**Cells by drive strength**

Bar = 10 µm.
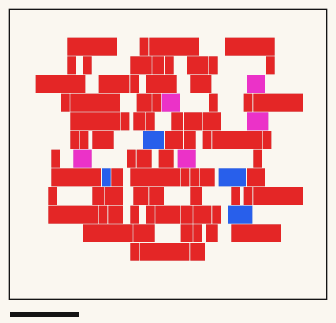
**Metal layers overlaid**

Bar = 10 µm.
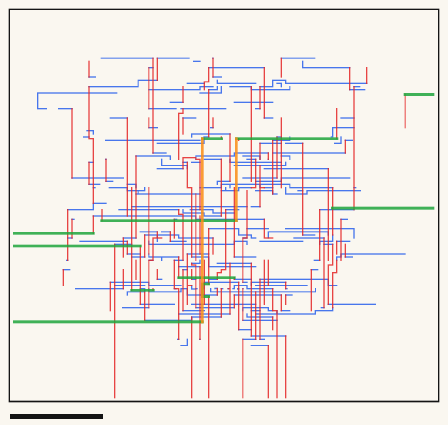
**Ports around the boundary**

Bar = 10 µm. Pins as bars across the die edge, other pins in grey.
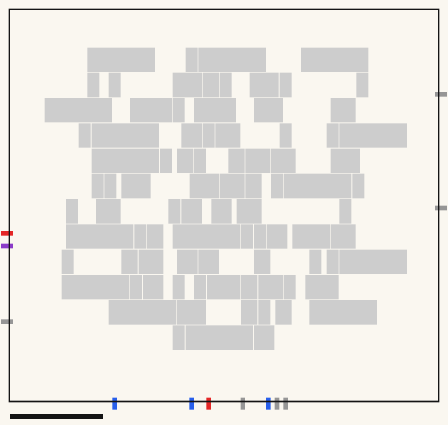
**Metal 3**

Bar = 10 µm.
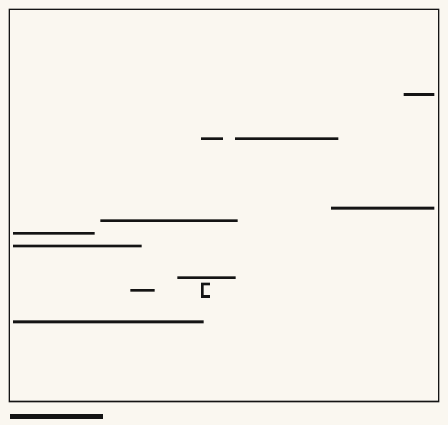
==> config.mk <==
export PLATFORM = sky130hd
export DESIGN_NAME = arbiter_roundrobin_modulo3
export DESIGN_NICKNAME = d
export VERILOG_FILES = /design/src/rtl/arbiter_roundrobin_modulo3.sv
export SDC_FILE = /design/constraint.sdc
export NUM_CORES = 1
export LEC_CHECK = 0
export ABC_AREA = 0
export CORE_ASPECT_RATIO = 0.9
export CORE_MARGIN = 3
export CORE_UTILIZATION = 43
export CTS_CLUSTER_DIAMETER = 120
export DETAILED_ROUTE_END_ITERATION = 10
export DONT_BUFFER_PORTS = 1
export PLACE_DENSITY = 0.57
export SETUP_SLACK_MARGIN = 0.02
export SLEW_MARGIN = 10
export SYNTH_ARGS = -nofsm -noshare
export SYNTH_HDL_FRONTEND = slang
export SYNTH_SLANG_ARGS = --single-unit
==> constraint.sdc <==
create_clock -name clockpulse -period 4.3 [get_ports clockpulse]
set_clock_uncertainty 0.15 [all_clocks]
set_input_delay 0.86 -clock clockpulse [delete_from_list [all_inputs] [get_ports clockpulse]]
set_output_delay 0.86 -clock clockpulse [all_outputs]
set_load 0.005 [all_outputs]
==> results.py <==
# Flow results
metrics = {
    "finish": {
        "largest_reg_flops": 4,
        "fill_cells": 122,
        "seqCellArea_um2": 300.3,
    },
    "synthesis": {
        "ys_area_um2": 621.8,
        "synth_seq_share_pct": 48.29,
        "ys_warn_count": 0,
        "netlist_top_cells_count": "dfxtp_1 (15), nor2_1 (8), inv_1 (5)",
        "xor_share_pct": 2.817,
        "synthCells": 68,
        "yosysTopAreaCell": "dfxtp_1",
        "synthesis.nets": 75,
        "yosys.cell_types.count": 31,
        "simple_gate_area_share_pct": 25.75,
        "ys_seq_elements": 15,
        "synthAdderAreaFrac_pct": 4.024,
    },
    "sta": {
        "hold_ws_ps": 334.2,
        "hold_viol": 0,
        "slew_headroom_pct": 73.03,
        "slew_violations": 0,
        "grt_setup_unrepaired": "no",
        "setup_violations": 0,
    },
    "drt": {
        "drt-initial-drc-count": 17,
        "vias_per_cell": 5.327,
        "postRouteAntennaNets": 0,
        "firstDrtPassIters": 4,
        "drc": 0,
    },
    "floorplanning": {
        "fp-utilization_pct": 48.16,
        "rows": 12,
    },
    "flow_run": {
        "tool_warnings": 42,
        "maxCapViolations": 0,
    },
    "grt": {
        "grt_pass1_wl_mm": 2.159,
        "grt_max_degree": 11,
    },
    "min_path": {
        "hold_path.class": "reg -> reg",
    },
    "critical_path": {
        "crit_slowest_cell": "or3_1",
        "path_cells": "a222oi_1 > buf_4 > o31ai_1 > or3_1 > a21boi_1",
    },
    "clocking": {
        "cts_max_level": 1,
        "cts_sinks": 15,
        "cts.clk_slew.worst_paths_ps": 40,
        "ctsHoldBuffers": 0,
        "cts_tree": "yes",
    },
    "place": {
        "hpwlAfterDp_um": 905.8,
    },
    "run_status": {
        "outcome": "finished clean",
    },
}
Notes on 'cells by drive strength' above:
- drive 1 or less: red (cells 78)
- drive 2: blue (cells 4)
- drive 3 to 4: magenta (cells 5)
final setup margin: 341.1 ps
Non-clock buffers: 1
Area Growth Syn to Fin: 17.51%
final instance area: 730.7 µm²

Notes on 'metal layers overlaid' above:
- met4: orange (wire length 28.6 µm)
- met2: red (wire length 530 µm)
- met3: green (wire length 94.5 µm)
- met1: blue (wire length 589 µm)
routed len/inst: 12.29 µm
total routed wirelength: 1.241 mm
vias: 538
aggregate global-route resource usage: 15.90%

Notes on 'ports around the boundary' above:
- busy: purple (pins 1; direction output; edge west)
- grant_index: red (pins 2; direction output; edge 1 south, 1 west)
- grant: blue (pins 3; direction output; edge south)
- all pins by edge: 7 south, 3 west, 2 east
Port Buf Inserts: 0
chip width: 46.09 µm
DIE HEIGHT: 42.08 µm

Notes on 'metal 3' above:
- share of all routed wire: 7.6%
- longest straight run: 20.2 µm
- wire length on this layer: 94.5 µm
- nets with wire on the layer: 9
- main direction: horizontal
met3 Track Usage GR: 12.02%

-- metal layers --
layer	track usage (%)	wire length [µm]	up-vias
li1	-	-	276
met5	0	0	-
met3	12.02	94	4
met4	12.50	28	0
met2	17.58	529	14
met1	19.43	588	244
-- critical path: cells and delay by family --
kind | cells | cell delay, ps
compound gates | 3 | 550
simple gates | 1 | 330
buf+inv | 1 | 190
-- per-stage QoR --
step	power [W]	area [µm²]	std cells	setup WS (ps)	utilization, %
final	0.0003217	730.7	101	341.1	56.59
after floorplan	0.0002011	621.8	68	22.48	-
after global routing	0.0003519	730.7	101	324.9	56.59
after global placement	0.0002103	646.9	83	11.52	50.10
after detailed placement	0.0002098	646.9	83	14.42	50.10
after CTS	0.0003287	730.7	101	354.8	56.59
-- logic make-up (layout without fill, tap and decap cells) --
logic type                 count (synthesis)  count (layout)
xor gates and xnor gates                   2               2
adders and majority gates                  2               2
AOI/OAI and AO/OA                         13              13
and+or+nand+nor                           30              30
buffers and inverters                      6              25
DFF                                       15              15
-- placed cells by master, fill, tap and decap left out, types with 2 or more instances in the layout --
cell / n
a21oi_1: 3
and2_1: 2
clkbuf_4: 3
dfxtp_1: 15
ha_1: 2
inv_1: 19
nand2_1: 4
nand3_1: 3
nor2_1: 8
nor2b_1: 2
nor3_1: 2
o21ai_0: 2
-- cell type report --
class | instances | share of cell area [%]
Sequential cell | 15 | 41.10
Inverter | 5 | 2.568
Clock inverter | 16 | 8.904
Clock buffer | 3 | 3.082
Multi-Input combinational cell | 47 | 40.92
Tap cell | 14 | 2.397
Timing Repair Buffer | 1 | 1.027
-- report_power, final --
group / leakage [nW] / internal (W) / switching, W
sequential: 0.123 / 0.000149 / 0.00000889
combinational: 0.135 / 0.0000118 / 0.0000159
clock: 0.0978 / 0.0000546 / 0.0000819
No activity file was given, so power comes from the tool's default toggle rates.
